Fig. 1: selected gate families
Scale: 4 px per µm.
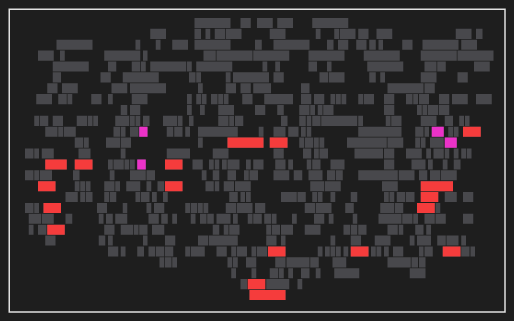
Fig. 2: pin placement
Scale: 4 px per µm. Pins as bars across the die edge, other pins in grey.
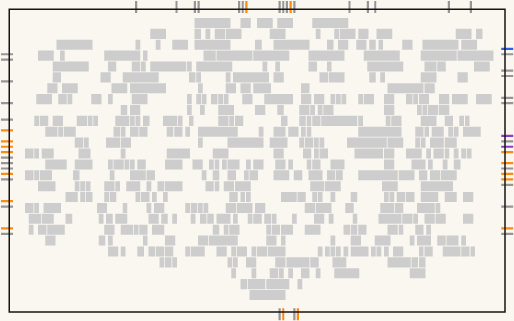
$ cat config.mk
export PLATFORM = sky130hd
export DESIGN_NAME = alu
export DESIGN_NICKNAME = d
export VERILOG_FILES = /design/src/rtl/alu.sv
export SDC_FILE = /design/constraint.sdc
export NUM_CORES = 1
export LEC_CHECK = 0
export ABC_AREA = 1
export ABC_CLOCK_PERIOD_IN_PS = 800
export CORE_ASPECT_RATIO = 0.6
export CORE_MARGIN = 1.5
export CORE_UTILIZATION = 25
export CTS_CLUSTER_SIZE = 12
export DETAILED_ROUTE_END_ITERATION = 12
export DONT_BUFFER_PORTS = 1
export PLACE_DENSITY = 0.37
export SYNTH_ARGS = -nofsm -noshare
export SYNTH_HDL_FRONTEND = slang
export SYNTH_SLANG_ARGS = --single-unit
$ cat constraint.sdc
create_clock -name clk -period 0.8 [get_ports clk]
set_clock_uncertainty 0.1 [all_clocks]
set_input_delay 0.16 -clock clk [delete_from_list [all_inputs] [get_ports clk]]
set_output_delay 0.16 -clock clk [all_outputs]
set_load 0.01 [all_outputs]
$ cat src/rtl/alu.sv
// rtl/alu.sv - single-cycle 16-bit ALU (add, sub, and, not-B) with registered result and Z/N/V flags
module alu (
    input  logic        clk,
    input  logic        rst_n,
    input  logic [15:0] Ain,
    input  logic [15:0] Bin,
    input  logic [1:0]  ALUop,
    input  logic        load,
    output logic [15:0] out,
    output logic        Z,
    output logic        N,
    output logic        V,
    output logic        valid
);

    localparam logic [1:0] OP_ADD = 2'b00;
    localparam logic [1:0] OP_SUB = 2'b01;
    localparam logic [1:0] OP_AND = 2'b10;

    logic        is_sub;
    logic [15:0] b_eff;
    logic [15:0] sum;
    logic        sum_ovf;
    logic [15:0] r_d;
    logic        v_d;

    logic [15:0] out_q;
    logic        z_q;
    logic        n_q;
    logic        v_q;
    logic        valid_q;

    // Subtraction reuses the adder as Ain + ~Bin + 1, so one overflow rule covers both.
    assign is_sub  = (ALUop == OP_SUB);
    assign b_eff   = is_sub ? ~Bin : Bin;
    assign sum     = Ain + b_eff + {15'b0, is_sub};
    assign sum_ovf = (Ain[15] == b_eff[15]) && (sum[15] != Ain[15]);

    always_comb begin
        r_d = ~Bin;
        v_d = 1'b0;
        case (ALUop)
            OP_ADD, OP_SUB: begin
                r_d = sum;
                v_d = sum_ovf;
            end
            OP_AND:  r_d = Ain & Bin;
            default: r_d = ~Bin;
        endcase
    end

    always_ff @(posedge clk or negedge rst_n) begin
        if (!rst_n) begin
            out_q   <= 16'h0000;
            z_q     <= 1'b0;
            n_q     <= 1'b0;
            v_q     <= 1'b0;
            valid_q <= 1'b0;
        end else begin
            valid_q <= load;
            if (load) begin
                out_q <= r_d;
                z_q   <= (r_d == 16'h0000);
                n_q   <= r_d[15];
                v_q   <= v_d;
            end
        end
    end

    assign out   = out_q;
    assign Z     = z_q;
    assign N     = n_q;
    assign V     = v_q;
    assign valid = valid_q;

endmodule

==> Slide: Implementation Results <==
Run Summary

Run status
  – Run status: finished, violations left
  – Violated checks: hold timing, setup timing

Global route
  – Global routing usage on met1: 0.2693
  – GR Layer Usage met2: 0.2648
  – Aggregate global-route resource usage: 0.1774
  – Wire length of the first global-routing pass: ~12 mm
  – Global routing usage on met3: 0.03967
  – Vias in the first global route: roughly 2,400
  – Initial antenna violation count: 0
  – Pin count of the biggest net entering global routing: 20

Setup path
  – Crit-path slowest cell: sky130_fd_sc_hd__fa_2
  – Reg2Reg Launch Point: out[6]$_DFFE_PN0P_
  – Type of element capturing the critical path: flip-flop
  – Instance count on the critical path: 17
  – Critical path destination: Z$_DFFE_PN0P_
  – Worst Path Required: between 0.8 and 0.9 ns
  – Critical path's most frequent cell: sky130_fd_sc_hd__nand2_1
  – Register-to-register path setup slack: -0.18 ns
  – Critical path class: in -> reg
  – Cells along the critical path: clkinv_16, nand2_8, nand2_4, and2_4, fa_2, or2_4, nand3_2, nand2_1, nor2_1, nand2_1, nor2_1, nand2_1, nor2_2, nand3_1, nor2_1, nand2_1, nand2_1
  – CP startpoint: ALUop[1]
  – Worst-path fanout max: 8
  – Kind of launch point of the worst setup path: input port

Power
  – Net Sw Frac: 0.3725
  – Top power group: combinational cells
  – Combinational group share of total power: 0.592
  – Switching pwr: slightly above 2 mW
  – Total power consumption of the routed design: 5.477 mW
  – Internal Dissipation: between 3 and 4 mW
  – Power density normalized to cell area: about 1500 nW/µm²
  – Clock power share: 0.187
  – Comb pwr: 3.24 mW
  – Fraction of power consumed by sequential logic: 0.221

Layout
  – Filler cell count: 906
  – Logic area: 1848 µm²
  – Flip-flop count of the largest register, all copies and words added: 16
  – FF+latch area: 475.5 µm²
  – Registers: 19
  – Count of inserted antenna diode cells: 0
  – Share of cells above drive strength 1: 0.4400
  – Final nets: 506
  – Layout clock area frac: 0.02193
  – Sequential portion of the cell area: 0.1302
  – Multi-input logic cell count: 280
  – Share of the core filled with cells in the final layout: 0.4300

Clocking
  – Clock tree from TritonCTS: built
  – CTS buffer count: 3
  – Number of instances resized during post-cts repair: around 56
  – Source-to-sink clock delay at the later pin of the worst-skew pair: 0.25 ns
  – Number of post-CTS setup repair buffers: 14
  – Maximum level of the CTS H-tree: 1
  – Clock tree root driver cell: sky130_fd_sc_hd__clkbuf_16
  – Bufs on Longest Clock Path: 2
  – Sinks on the clock net: 19
  – Clk slew on worst S/H paths: around 0.060 ns
  – Count of hold-fix buffers inserted at cts: 1

Final timing
  – Unrepaired setup endpoints after global routing: yes
  – PnR worst setup slack: -1.128 ns
  – Rel. slew slack: 0.6699
  – Final worst path period need: between 1.5 and 2 ns
  – Hold Fails Final Rpt: 28
  – Count of endpoints failing setup in the final report: 38
  – Worst hold slack: -0.2355 ns
  – Fin crit share: 2.410

Yosys
  – Summed instance area of the synthesized netlist: 2180 µm²
  – Async set-or-reset flop fraction in the synthesized netlist: 1.000
  – Distinct cell type count of the synthesized netlist: 29
  – Top cells by area: sky130_fd_sc_hd__dfrtp_1 22%, sky130_fd_sc_hd__nand2_1 18%, sky130_fd_sc_hd__ha_1 9.8%
  – Syn avg cell area: 6.192 µm²
  – Number of cells in the yosys synthesis report: 352
  – Simple-gate share of the synthesized area: 0.3961
  – Mapped Cells: between 300 and 400
  – Number of enable flip-flop cells: 0
  – Count of yosys warnings during synthesis: 0

Placement
  – Number of buffers added on ports: 0
  – RePlAce Congestion: 0.8674
  – Setup slack at placement: -1.512 ns
  – Instance area at placement: 2937 µm²
  – Cell Count Post-Placement: 531

Detailed routing
  – Via count of the routed design: 2,610
  – Drt initial violations: about 100
  – Post-DR vias/cell: about 4.6
  – Per-cell routed wire length: between 10 and 15 µm
  – Wl on met1: 4.109 mm

Flow run
  – Count of warning messages emitted by the tools: 33
  – Maximum Capacitance Violations: 0

Die
  – Area of the core: 8491 µm²
  – I/O pin count: 57
  – Initial cell density of the core: 0.2567

Worst hold path
  – Path category of the worst min-delay check: in -> async
Back to the opening pictures, Fig. 1:
colour	family	cells
red	fa/ha/maj cells	18
magenta	and/or cells	4
multi-input gate share of total cell area: 0.5062
Finished Layout Cells: 562
most common library cell in the layout ignoring fill and taps: sky130_fd_sc_hd__nand2_1

Back to the opening pictures, Fig. 2:
colour	port	pins	direction	edge
blue	valid	1	output	right
orange	Bin	16	input	7 left, 5 right, 2 bottom, 2 top
purple	ALUop	2	input	right
all pins by edge	18 right, 18 left, 17 top, 4 bottom
overall die width: 123.5 µm
overall die height: 75.33 µm

Power and IR drop assume default switching activity.
